`src/rtl/gesture_score_if.sv`:
```
// gesture_score_if: start/score handshake, shared cell address, memory read data and result bus of the scoring engine.
// Modports: slave (engine side) takes start, voxel_count and weight_in, and drives busy, cell_addr and the results.
// master (requester/memory side) is the mirror image.
interface gesture_score_if #(
    parameter int NUM_CELLS   = 1024,
    parameter int NUM_CLASSES = 4,
    parameter int WEIGHT_BITS = 8,
    parameter int COUNT_BITS  = 8,
    parameter int ACC_BITS    = 24
) ();
    logic                              start;
    logic                              busy;
    logic [$clog2(NUM_CELLS)-1:0]      cell_addr;
    logic [COUNT_BITS-1:0]             voxel_count;
    logic [NUM_CLASSES*WEIGHT_BITS-1:0] weight_in;
    logic [NUM_CLASSES*ACC_BITS-1:0]   scores_out;
    logic [$clog2(NUM_CLASSES)-1:0]    best_class;
    logic [ACC_BITS-1:0]               best_score;
    logic                              score_valid;

    modport slave (
        input  start, voxel_count, weight_in,
        output busy, cell_addr, scores_out, best_class, best_score, score_valid
    );
    modport master (
        output start, voxel_count, weight_in,
        input  busy, cell_addr, scores_out, best_class, best_score, score_valid
    );
endinterface

```
`src/rtl/gesture_score_engine.sv`:
```
// gesture_score_engine: sweeps all cells, accumulates count x weight per class, then picks the argmax class.
// Ports: clk, rst (sync, active-high), bus (gesture_score_if.slave: start, busy, cell_addr, voxel_count,
// weight_in, scores_out, best_class, best_score, score_valid).
// Optional macro SCORE_SAT_EN: saturating per-class accumulation instead of two's-complement wrap.
module gesture_score_engine #(
    parameter int NUM_CELLS   = 1024,
    parameter int NUM_CLASSES = 4,
    parameter int WEIGHT_BITS = 8,
    parameter int COUNT_BITS  = 8,
    parameter int ACC_BITS    = 24
) (
    input  logic             clk,
    input  logic             rst,
    gesture_score_if.slave   bus
);
    localparam int AW = $clog2(NUM_CELLS);
    localparam int CW = $clog2(NUM_CLASSES);
    localparam int PW = COUNT_BITS + 1 + WEIGHT_BITS;

    typedef enum logic [1:0] {IDLE, SWEEP, ARGMAX, DONE} state_t;

    state_t                     state;
    logic signed [ACC_BITS-1:0] acc [NUM_CLASSES];
    logic signed [ACC_BITS-1:0] nxt [NUM_CLASSES];
    logic [CW-1:0]              idx;
    logic [CW-1:0]              run_cls;
    logic signed [ACC_BITS-1:0] run_best;
    logic signed [ACC_BITS-1:0] cand;
    logic signed [ACC_BITS-1:0] nb;
    logic [CW-1:0]              nc;
    logic                       take;
    logic [NUM_CLASSES*ACC_BITS-1:0] packed_acc;

    genvar c;
    for (c = 0; c < NUM_CLASSES; c++) begin : g_mac
        logic signed [PW-1:0] prod;
        // count is unsigned, so a zero bit is prepended before the signed multiply
        assign prod = $signed({1'b0, bus.voxel_count}) * $signed(bus.weight_in[c*WEIGHT_BITS +: WEIGHT_BITS]);
`ifdef SCORE_SAT_EN
        localparam int SW = (PW > ACC_BITS ? PW : ACC_BITS) + 1;
        localparam logic signed [ACC_BITS-1:0] AMAX = {1'b0, {(ACC_BITS-1){1'b1}}};
        localparam logic signed [ACC_BITS-1:0] AMIN = {1'b1, {(ACC_BITS-1){1'b0}}};
        logic signed [SW-1:0] sum;
        assign sum = SW'(acc[c]) + SW'(prod);
        assign nxt[c] = sum > SW'(AMAX) ? AMAX : sum < SW'(AMIN) ? AMIN : sum[ACC_BITS-1:0];
`else
        assign nxt[c] = acc[c] + ACC_BITS'(prod);
`endif
    end

    // class 0 always seeds the running best; later classes win only when strictly greater
    always_comb begin
        cand = acc[idx];
        take = idx == '0 || cand > run_best;
        nb   = take ? cand : run_best;
        nc   = take ? idx : run_cls;
    end

    always_comb begin
        packed_acc = '0;
        for (int i = 0; i < NUM_CLASSES; i++) packed_acc[i*ACC_BITS +: ACC_BITS] = acc[i];
    end

    always_ff @(posedge clk) begin
        if (rst) begin
            state           <= IDLE;
            idx             <= '0;
            run_cls         <= '0;
            run_best        <= '0;
            bus.busy        <= 1'b0;
            bus.cell_addr   <= '0;
            bus.scores_out  <= '0;
            bus.best_class  <= '0;
            bus.best_score  <= '0;
            bus.score_valid <= 1'b0;
            for (int i = 0; i < NUM_CLASSES; i++) acc[i] <= '0;
        end else begin
            case (state)
                IDLE: if (bus.start) begin
                    state         <= SWEEP;
                    bus.busy      <= 1'b1;
                    bus.cell_addr <= '0;
                    for (int i = 0; i < NUM_CLASSES; i++) acc[i] <= '0;
                end
                SWEEP: begin
                    // read data arriving now belongs to the address currently driven
                    for (int i = 0; i < NUM_CLASSES; i++) acc[i] <= nxt[i];
                    if (bus.cell_addr == AW'(NUM_CELLS - 1)) begin
                        bus.cell_addr <= '0;
                        idx           <= '0;
                        state         <= ARGMAX;
                    end else begin
                        bus.cell_addr <= bus.cell_addr + 1'b1;
                    end
                end
                ARGMAX: begin
                    run_best <= nb;
                    run_cls  <= nc;
                    idx      <= idx + 1'b1;
                    if (idx == CW'(NUM_CLASSES - 1)) begin
                        bus.scores_out  <= packed_acc;
                        bus.best_class  <= nc;
                        bus.best_score  <= nb;
                        bus.score_valid <= 1'b1;
                        state           <= DONE;
                    end
                end
                DONE: begin
                    bus.score_valid <= 1'b0;
                    bus.busy        <= 1'b0;
                    state           <= IDLE;
                end
                default: state <= IDLE;
            endcase
        end
    end
endmodule
```
`src/flat_wrapper.sv`:
```
// flat-port wrapper written by rule: the top's interface ports become plain ports
module gesture_score_engine_flat 
#(
    parameter int NUM_CELLS   = 1024,
    parameter int NUM_CLASSES = 4,
    parameter int WEIGHT_BITS = 8,
    parameter int COUNT_BITS  = 8,
    parameter int ACC_BITS    = 24
)
  (clk, rst, bus_start, bus_voxel_count, bus_weight_in, bus_busy, bus_cell_addr, bus_scores_out, bus_best_class, bus_best_score, bus_score_valid);
  gesture_score_if #(.NUM_CELLS(NUM_CELLS), .NUM_CLASSES(NUM_CLASSES), .WEIGHT_BITS(WEIGHT_BITS), .COUNT_BITS(COUNT_BITS), .ACC_BITS(ACC_BITS)) bus_i ();
  input  logic clk;
  input  logic rst;
  input wire logic [$bits(bus_i.start)-1:0] bus_start;
  input wire logic [$bits(bus_i.voxel_count)-1:0] bus_voxel_count;
  input wire logic [$bits(bus_i.weight_in)-1:0] bus_weight_in;
  output wire logic [$bits(bus_i.busy)-1:0] bus_busy;
  output wire logic [$bits(bus_i.cell_addr)-1:0] bus_cell_addr;
  output wire logic [$bits(bus_i.scores_out)-1:0] bus_scores_out;
  output wire logic [$bits(bus_i.best_class)-1:0] bus_best_class;
  output wire logic [$bits(bus_i.best_score)-1:0] bus_best_score;
  output wire logic [$bits(bus_i.score_valid)-1:0] bus_score_valid;
  assign bus_i.start = bus_start;
  assign bus_i.voxel_count = bus_voxel_count;
  assign bus_i.weight_in = bus_weight_in;
  assign bus_busy = bus_i.busy;
  assign bus_cell_addr = bus_i.cell_addr;
  assign bus_scores_out = bus_i.scores_out;
  assign bus_best_class = bus_i.best_class;
  assign bus_best_score = bus_i.best_score;
  assign bus_score_valid = bus_i.score_valid;
  gesture_score_engine #(.NUM_CELLS(NUM_CELLS), .NUM_CLASSES(NUM_CLASSES), .WEIGHT_BITS(WEIGHT_BITS), .COUNT_BITS(COUNT_BITS), .ACC_BITS(ACC_BITS)) u_core (.clk(clk), .rst(rst), .bus(bus_i));
endmodule
```
`config.mk`:
```
export PLATFORM = sky130hd
export DESIGN_NAME = gesture_score_engine_flat
export DESIGN_NICKNAME = d
export VERILOG_FILES = /design/src/rtl/gesture_score_if.sv /design/src/rtl/gesture_score_engine.sv /design/src/flat_wrapper.sv
export SDC_FILE = /design/constraint.sdc
export NUM_CORES = 1
export LEC_CHECK = 0
export CAP_MARGIN = 20
export CORE_MARGIN = 2
export CORE_UTILIZATION = 45
export DETAILED_ROUTE_END_ITERATION = 16
export GPL_TIMING_DRIVEN = 0
export PLACE_DENSITY = 0.7
export SKIP_CTS_REPAIR_TIMING = 1
export SLEW_MARGIN = 10
export SYNTH_ARGS = -nofsm -noshare
export SYNTH_HDL_FRONTEND = slang
export SYNTH_SLANG_ARGS = --single-unit
```
`constraint.sdc`:
```
create_clock -name clk -period 13.25 [get_ports clk]
set_input_delay 3.3125 -clock clk [delete_from_list [all_inputs] [get_ports clk]]
set_output_delay 3.3125 -clock clk [all_outputs]
set_load 0.005 [all_outputs]
```
run_1/floorplan.png
Drawn at 1.5 px/um. Pins as bars on the die edge.
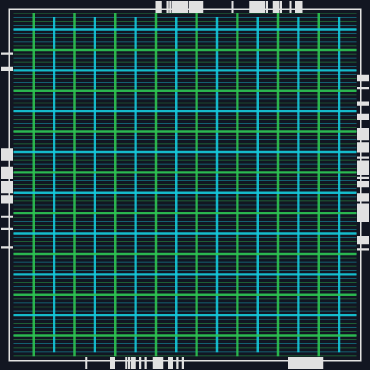
| net | color |
|---|---|
| VSS | green |
| VDD | cyan |
met5 straps: 16
met1 rails: 85
met4 straps: 16
Worst IR Drop VDD: 0.1161 mV
standard cell core area: 52,240 um^2

run_1/class_map.png
Drawn at 1 px/um. Fill, decap, tap and diode cells in gray.
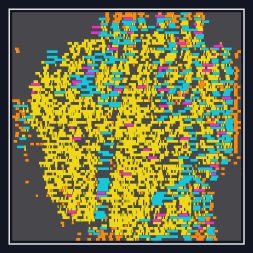
| class | color | cells | share of their area |
|---|---|---|---|
| remaining logic cells | yellow | 2,191 | 65% |
| remaining buffers and delay cells | orange | 273 | 8.1% |
| registers | cyan | 262 | 23% |
| clock drivers and dummy loads | magenta | 58 | 4.1% |
proportion of cell area occupied by registers: 21.84%
utilization after layout: 52.30%
finished layout cell area: 27,320 um^2
Core Rows: 84

==> metrics.yaml, run 1 <==
combAreaFraction_pct: 58.70
criticalPathCategory: "input pin to flip-flop"
worst_clock_skew_ns: 0.01219
ff_type: "sky130_fd_sc_hd__dfxtp_1"
synthDistinctLibCells: 64
buf_share_pct: 7.822
clock_tree.buffer_depth: 3
hold_ws_ns: 0.4511
critPathMostFrequentCell: "sky130_fd_sc_hd__fa_1"
muxShareOfSynthArea_pct: 5.079
routing_layer_with_the_top_usage_in_global_route: "met2"
worstPathArrival_ns: 9.74
cp.required_ns: 13.68
vias: 19170
synth_area_leader_cell: "sky130_fd_sc_hd__ha_1"
synth_chip_area_um2: 23670
final_min_period_over_clock_period_pct: 70.21
log.warning_count: 30
detailedPlace.worstSlack_ns: 3.507
pwr_density_cell_nw_per_um2: 209.0
synth_xor_xnor_area_share_pct: 2.590
synth_to_layout_area_growth_pct: 15.41
slew-limit-headroom_pct: 25.39
filler_cell_count: 4758
estimated_wirelength_of_the_detail_placed_design_um: 58040
clkSinkCount: 262
routed_wire_length_um: 72140
final-setup-viol-count: 0
nClkBuffers: 40
yosysWarningCount: 0
cap_violations: 0
grtUsageTotal_pct: 26.96
switchingPower_mw: 2.682
power.share.combinational_pct: 61.8
synth.cellmix.adderShare_pct: 35.13
route.layer.met1.wl_um: 29250
post_synth_main_logic_family: "adder cells"
edff_count_synth: 72
synthesized_registers: 262
simple_gate_area_share_pct: 15.51
synth_top_cell_by_count: "sky130_fd_sc_hd__nand2_1"
worst_path_largest_cell_delay_ns: 0.82
synthAoiAreaFrac_pct: 9.440
crit_chain: "clkdlybuf4s50_1 > clkbuf_1 > nand2_1 > fa_1 > inv_1 > fa_1 > fa_1 > fa_1 > fa_1 > ha_1 > o21a_1 > o21ai_0 > a211oi_1 > o2111ai_1 > a21o_1 > a21oi_1"
fin_nets: 3343
layout_top_cells: "346 x sky130_fd_sc_hd__nand2_1, 335 x sky130_fd_sc_hd__ha_1, 325 x sky130_fd_sc_hd__inv_1"
worstPathBufferInverterCount: 3
post_synth_main_area_contributors: "sky130_fd_sc_hd__ha_1 18%, sky130_fd_sc_hd__fa_1 17%, sky130_fd_sc_hd__dfxtp_1 16%"
cts.root.buffer_cell: "sky130_fd_sc_hd__clkbuf_16"
final_hold_viol_count: 0
mi_logic_area_um2: 16040
setup.worst_path.start_class: "input pin"
place_area_um2: 26230
path_delay_family: "adder cells"
flop_area_um2: 5966
buffers_excl_clock: 273
post-layout-total-power_mw: 5.711
initial_antenna_violation_count: 4
grt_pass1_vias: 19660
global_route.usage.met3_pct: 3.699
h-tree-depth: 1
die_w_um: 233.4
ys_async_sr_fraction_pct: 0
mappedNetlistNets: 3141
placed_cells_incl_taps: 3414
drc_errors: 0
critical_path_peak_fanout: 10
floorplan.die_area_um2: 54460
antenna-diode-count: 4
run_status: "finished clean"
flop-count: 262
fp_util_pct: 45.32
grt_setup_unrepaired: "false"
period_minus_slack_ns: 9.303
total_met3_wirelength_after_detailed_routing_um: 5408
met1_track_utilization_from_global_routing_pct: 34.14
leakagePower_nw: 12.36
hold_path_class: "flip-flop to flip-flop"
grt_first_pass_wirelength_um: 110900
cpMaxStageDelayCell: "sky130_fd_sc_hd__clkbuf_1"
cts_inserted_buffers: 31
slew_violations: 0
synth.cell_area_um2: 23670
cell_internal_pwr_mw: 3.029
post-route-worst-setup-slack_ns: 3.947
drt_initial_violations: 1276
tightest_slew_ns: 1.119
clock_latency_ns: 0.60
critPathCaptureType: "flip-flop"
grt_start_max_net_pins: 25
dominant_logic_cell_type_in_the_layout: "sky130_fd_sc_hd__nand2_1"
swShare_pct: 46.97
clock_power_share_pct: 16.0
clkSlewWorstSetupHoldPaths_ns: 0.06
clkCellAreaFrac_pct: 3.971
gpl.final_weighted_congestion: 0.9535
ys_cells: 2557
logic_gate_count: 1865
postSynthSeqShare_pct: 25.20
avgSynthCellArea_um2: 9.258
met2RoutedLength_um: 33110
dieHeight_um: 233.4
share_seq_of_total_power_pct: 22.2
detail_route.wl_per_cell_um: 20.75
grt_use_met2_pct: 44.58
dr.max_layer_used: "met4"
count_of_mapped_cells_out_of_synthesis: 2557
dominant_cells: "multi-input combinational cells"
top_regs: "u_core.acc x96, u_core.bus.scores_out x96"
numPortBuffers: 169
io_pins: 177
grt.overflow.total: 0
common_cells: "346 x sky130_fd_sc_hd__nand2_1, 335 x sky130_fd_sc_hd__ha_1, 325 x sky130_fd_sc_hd__inv_1, 206 x sky130_fd_sc_hd__fa_1, 190 x sky130_fd_sc_hd__dfxtp_1"
run_1/clock_wires.png
Drawn at 2 px/um.
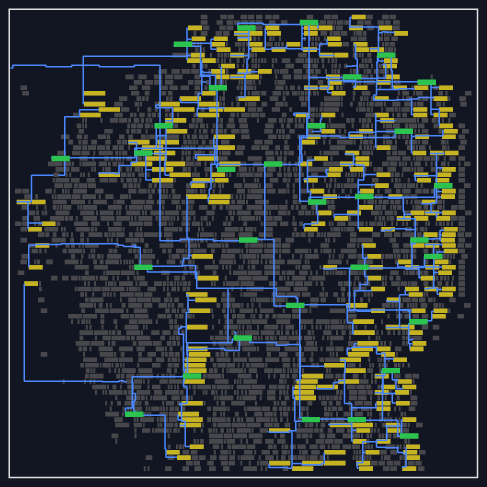
[flip-flops] yellow | count: 262
[clock wires] blue | length: 4,030 um
[clock-net drivers] green | count: 31
routed clock nets: 32

[run 1: power groups by stage]
stage | logic (mW) | registers (mW) | clock network (mW)
after floorplan | 2.72 | 1.09 | 0
after global placement | 3.38 | 1.27 | 0
after detailed placement | 3.46 | 1.27 | 0
after CTS | 3.51 | 1.26 | 0.925
after global routing | 4.03 | 1.27 | 0.961
final | 3.53 | 1.27 | 0.911
[run 1: path summary, 6_finish.rpt]
kind,startpoint,to,slack [ns],cells past startpoint
setup / recovery,bus_voxel_count[7],u_core.acc[1][22],3.95,16
setup reg to reg,u_core.acc[1][4],u_core.acc[1][22],7.59,19
hold / removal,u_core.bus.scores_out[57],u_core.bus.scores_out[57],0.45,2
hold reg to reg,u_core.bus.scores_out[57],u_core.bus.scores_out[57],0.45,2
run_1/layers.png
Drawn at 1.5 px/um. Only two layers are drawn.
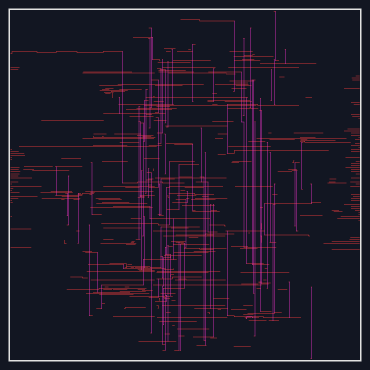

==> inputs of run 2 (changes only) <==
--- a/config.mk
+++ b/config.mk
@@ -10,7 +10,7 @@
 export CORE_UTILIZATION = 45
 export DETAILED_ROUTE_END_ITERATION = 16
 export GPL_TIMING_DRIVEN = 0
-export PLACE_DENSITY = 0.7
+export PLACE_DENSITY = 0.72
 export SKIP_CTS_REPAIR_TIMING = 1
 export SLEW_MARGIN = 10
 export SYNTH_ARGS = -nofsm -noshare
==> constraint.sdc (replaced) <==
create_clock -name clk -period 7.7 [get_ports clk]
set_input_delay 1.925 -clock clk [delete_from_list [all_inputs] [get_ports clk]]
set_output_delay 1.925 -clock clk [all_outputs]
set_load 0.005 [all_outputs]
run_2/layers.png
Drawn at 1.5 px/um. Only two layers are drawn.
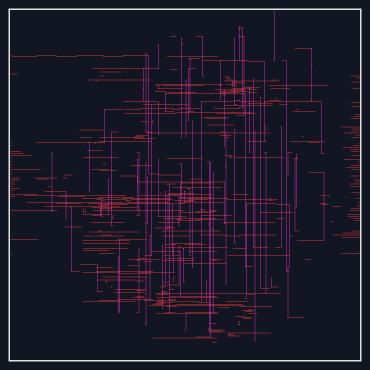
| layer | color | wire length |
|---|---|---|
| M3 | red | 5,210 um |
| M4 | magenta | 3,990 um |
Routed Wire Length: 71,990 um
vias after detailed routing: 19,110
post-DR wirelength/cell: 20.70 um
global router's overall resource usage: 27.03%

==> metrics.yaml, run 2 <==
post-route-worst-setup-slack_ns: 0.2265  # was 3.947 ns
swShare_pct: 46.99  # was 46.97%
grt_start_max_net_pins: 25  # unchanged
flop_area_um2: 5966  # unchanged
yosysWarningCount: 0  # unchanged
pwr_density_cell_nw_per_um2: 363.8  # was 209.0 nW/um^2
buffers_excl_clock: 273  # unchanged
synth_area_leader_cell: "sky130_fd_sc_hd__ha_1"  # unchanged
worstPathArrival_ns: 7.87  # was 9.74 ns
grt_setup_unrepaired: "false"  # unchanged
log.warning_count: 30  # unchanged
worst_clock_skew_ns: 0.04327  # was 0.01219 ns
buf_share_pct: 7.849  # was 7.822%
place_area_um2: 26230  # unchanged
h-tree-depth: 2  # was 1
tightest_slew_ns: 1.079  # was 1.119 ns
worst_path_largest_cell_delay_ns: 0.69  # was 0.82 ns
numPortBuffers: 169  # unchanged
critical_path_cell_count: 21  # was 16
switchingPower_mw: 4.689  # was 2.682 mW
final_hold_viol_count: 0  # unchanged
detailedPlace.worstSlack_ns: -0.6095  # was 3.507 ns
clkSinkCount: 262  # unchanged
share_seq_of_total_power_pct: 21.8  # was 22.2%
avgSynthCellArea_um2: 9.258  # unchanged
layout_top_cells: "346 x sky130_fd_sc_hd__nand2_1, 335 x sky130_fd_sc_hd__ha_1, 325 x sky130_fd_sc_hd__inv_1"  # unchanged
top_regs: "u_core.acc x96, u_core.bus.scores_out x96"  # unchanged
logic_gate_count: 1865  # unchanged
worst_setup_path_startpoint: "bus_voxel_count[3]"  # was bus_voxel_count[7]
hold_ws_ns: 0.4528  # was 0.4511 ns
hold_path_class: "flip-flop to flip-flop"  # unchanged
cell_internal_pwr_mw: 5.290  # was 3.029 mW
total_met3_wirelength_after_detailed_routing_um: 5205  # was 5408 um
mi_logic_area_um2: 16050  # was 16,040 um^2
synthesized_registers: 262  # unchanged
num_rows: 84  # unchanged
r2r_setup_slack_ns: 2.26  # was 7.59 ns
count_of_mapped_cells_out_of_synthesis: 2557  # unchanged
postSynthSeqShare_pct: 25.20  # unchanged
ys_async_sr_fraction_pct: 0  # unchanged
flop-count: 262  # unchanged
floorplan.die_area_um2: 54460  # unchanged
cpMaxStageDelayCell: "sky130_fd_sc_hd__clkbuf_1"  # unchanged
drt_initial_violations: 1534  # was 1,276
cts_inserted_buffers: 34  # was 31
synth.cell_area_um2: 23670  # unchanged
io_pins: 177  # unchanged
criticalPathCategory: "input pin to flip-flop"  # unchanged
dominant_logic_cell_type_in_the_layout: "sky130_fd_sc_hd__nand2_1"  # unchanged
vias_per_cell: 5.495  # was 5.515
clkCellAreaFrac_pct: 4.301  # was 3.971%
critPathCaptureType: "flip-flop"  # unchanged
clkSlewWorstSetupHoldPaths_ns: 0.06  # about the same
grt.overflow.total: 0  # unchanged
clock_power_share_pct: 16.5  # was 16.0%
synth_chip_area_um2: 23670  # unchanged
postLayoutCoreUtil_pct: 52.52  # was 52.30%
powerClk_mw: 1.64  # was 0.911 mW
dr.max_layer_used: "met4"  # unchanged
hold_path.startpoint: "u_core.bus.scores_out[25]"  # was u_core.bus.scores_out[57]
grt_pass1_vias: 19820  # was 19,660
met2RoutedLength_um: 33600  # was 33,110 um
dominant_cells: "multi-input combinational cells"  # unchanged
seq-cell-share_pct: 21.75  # was 21.84%
crit_chain: "clkdlybuf4s50_1 > clkbuf_1 > nand2_1 > fa_1 > inv_1 > fa_1 > ha_1 > inv_1 > fa_1 > inv_1 > ha_1 > ha_1 > inv_1 > fa_1 > nor2b_1 > o21a_1 > o21ai_1 > a211oi_1 > o2111ai_1 > a21o_1 > a21oi_1"  # was clkdlybuf4s50_1 > clkbuf_1 > nand2_1 > fa_1 > inv_1 > fa_1 > fa_1 > fa_1 > fa_1 > ha_1 > o21a_1 > o21ai_0 > a211oi_1 > o2111ai_1 > a21o_1 > a21oi_1
post-layout-total-power_mw: 9.979  # was 5.711 mW
run_status: "finished clean"  # unchanged
cp.required_ns: 8.10  # was 13.68 ns
placed_cells_incl_taps: 3414  # unchanged
regToRegStartpoint: "u_core.acc[3][6]"  # was u_core.acc[1][4]
power.combinational.total_mw: 6.16  # was 3.53 mW
finalInstanceArea_um2: 27430  # was 27,320 um^2
die_w_um: 233.4  # unchanged
synth_to_layout_area_growth_pct: 15.89  # was 15.41%
post_synth_main_area_contributors: "sky130_fd_sc_hd__ha_1 18%, sky130_fd_sc_hd__fa_1 17%, sky130_fd_sc_hd__dfxtp_1 16%"  # unchanged
leakagePower_nw: 12.43  # was 12.36 nW
cap_violations: 0  # unchanged
clock_latency_ns: 0.57  # was 0.60 ns
nClkBuffers: 42  # was 40
combAreaFraction_pct: 58.49  # was 58.70%
synth_top_cell_by_count: "sky130_fd_sc_hd__nand2_1"  # unchanged
edff_count_synth: 72  # unchanged
sequentialPower_mw: 2.17  # was 1.27 mW
slew-limit-headroom_pct: 28.07  # was 25.39%
min_delay_path_depth: 2  # unchanged
synthDistinctLibCells: 64  # unchanged
critical_path_peak_fanout: 10  # unchanged
cts.root.buffer_cell: "sky130_fd_sc_hd__clkbuf_16"  # unchanged
drc_errors: 0  # unchanged
common_cells: "346 x sky130_fd_sc_hd__nand2_1, 335 x sky130_fd_sc_hd__ha_1, 325 x sky130_fd_sc_hd__inv_1, 206 x sky130_fd_sc_hd__fa_1, 190 x sky130_fd_sc_hd__dfxtp_1"  # unchanged
ys_cells: 2557  # unchanged
dieHeight_um: 233.4  # unchanged
gpl.final_weighted_congestion: 0.9510  # was 0.9535
ff_type: "sky130_fd_sc_hd__dfxtp_1"  # unchanged
clock_tree.buffer_depth: 3  # unchanged
irDropWorstVdd_mv: 0.2106  # was 0.1161 mV
worstPathBufferInverterCount: 6  # was 3
antenna-diode-count: 2  # was 4
period_minus_slack_ns: 7.474
core_region_area_um2: 52240  # unchanged
power.share.combinational_pct: 61.8  # about the same
power-top-group: "combinational logic"  # unchanged
estimated_wirelength_of_the_detail_placed_design_um: 58400  # was 58,040 um
fin_nets: 3346  # was 3,343
path_delay_family: "adder cells"  # unchanged
[run 2: routing by layer]
layer	vias to the layer above	GRT usage (%)
li1	8866	-
met1	9327	33.89
met2	739	45.07
met3	181	4.382
met4	0	13.57
met5	-	0
[run 2: kinds of logic after synthesis]
family | synth area share [%]
DFF | 25.20
muxes | 5.079
xor gates and xnor gates | 2.590
AOI/OAI and AO/OA | 9.440
adders and majority gates | 35.13
and+or+nand+nor | 15.51
buffers and inverters | 7.051
[run 2: worst reg2reg max path, delay by kind of cell, from the launching register on]
| family | cells | cell delay [ns] |
|---|---|---|
| buffers and inverters | 4 | 0.27 |
| AOI/OAI and AO/OA | 6 | 1.55 |
| DFF | 1 | 0.58 |
| and+or+nand+nor | 1 | 0.16 |
| adders and majority gates | 6 | 2.72 |
Power and IR drop assume default switching activity.
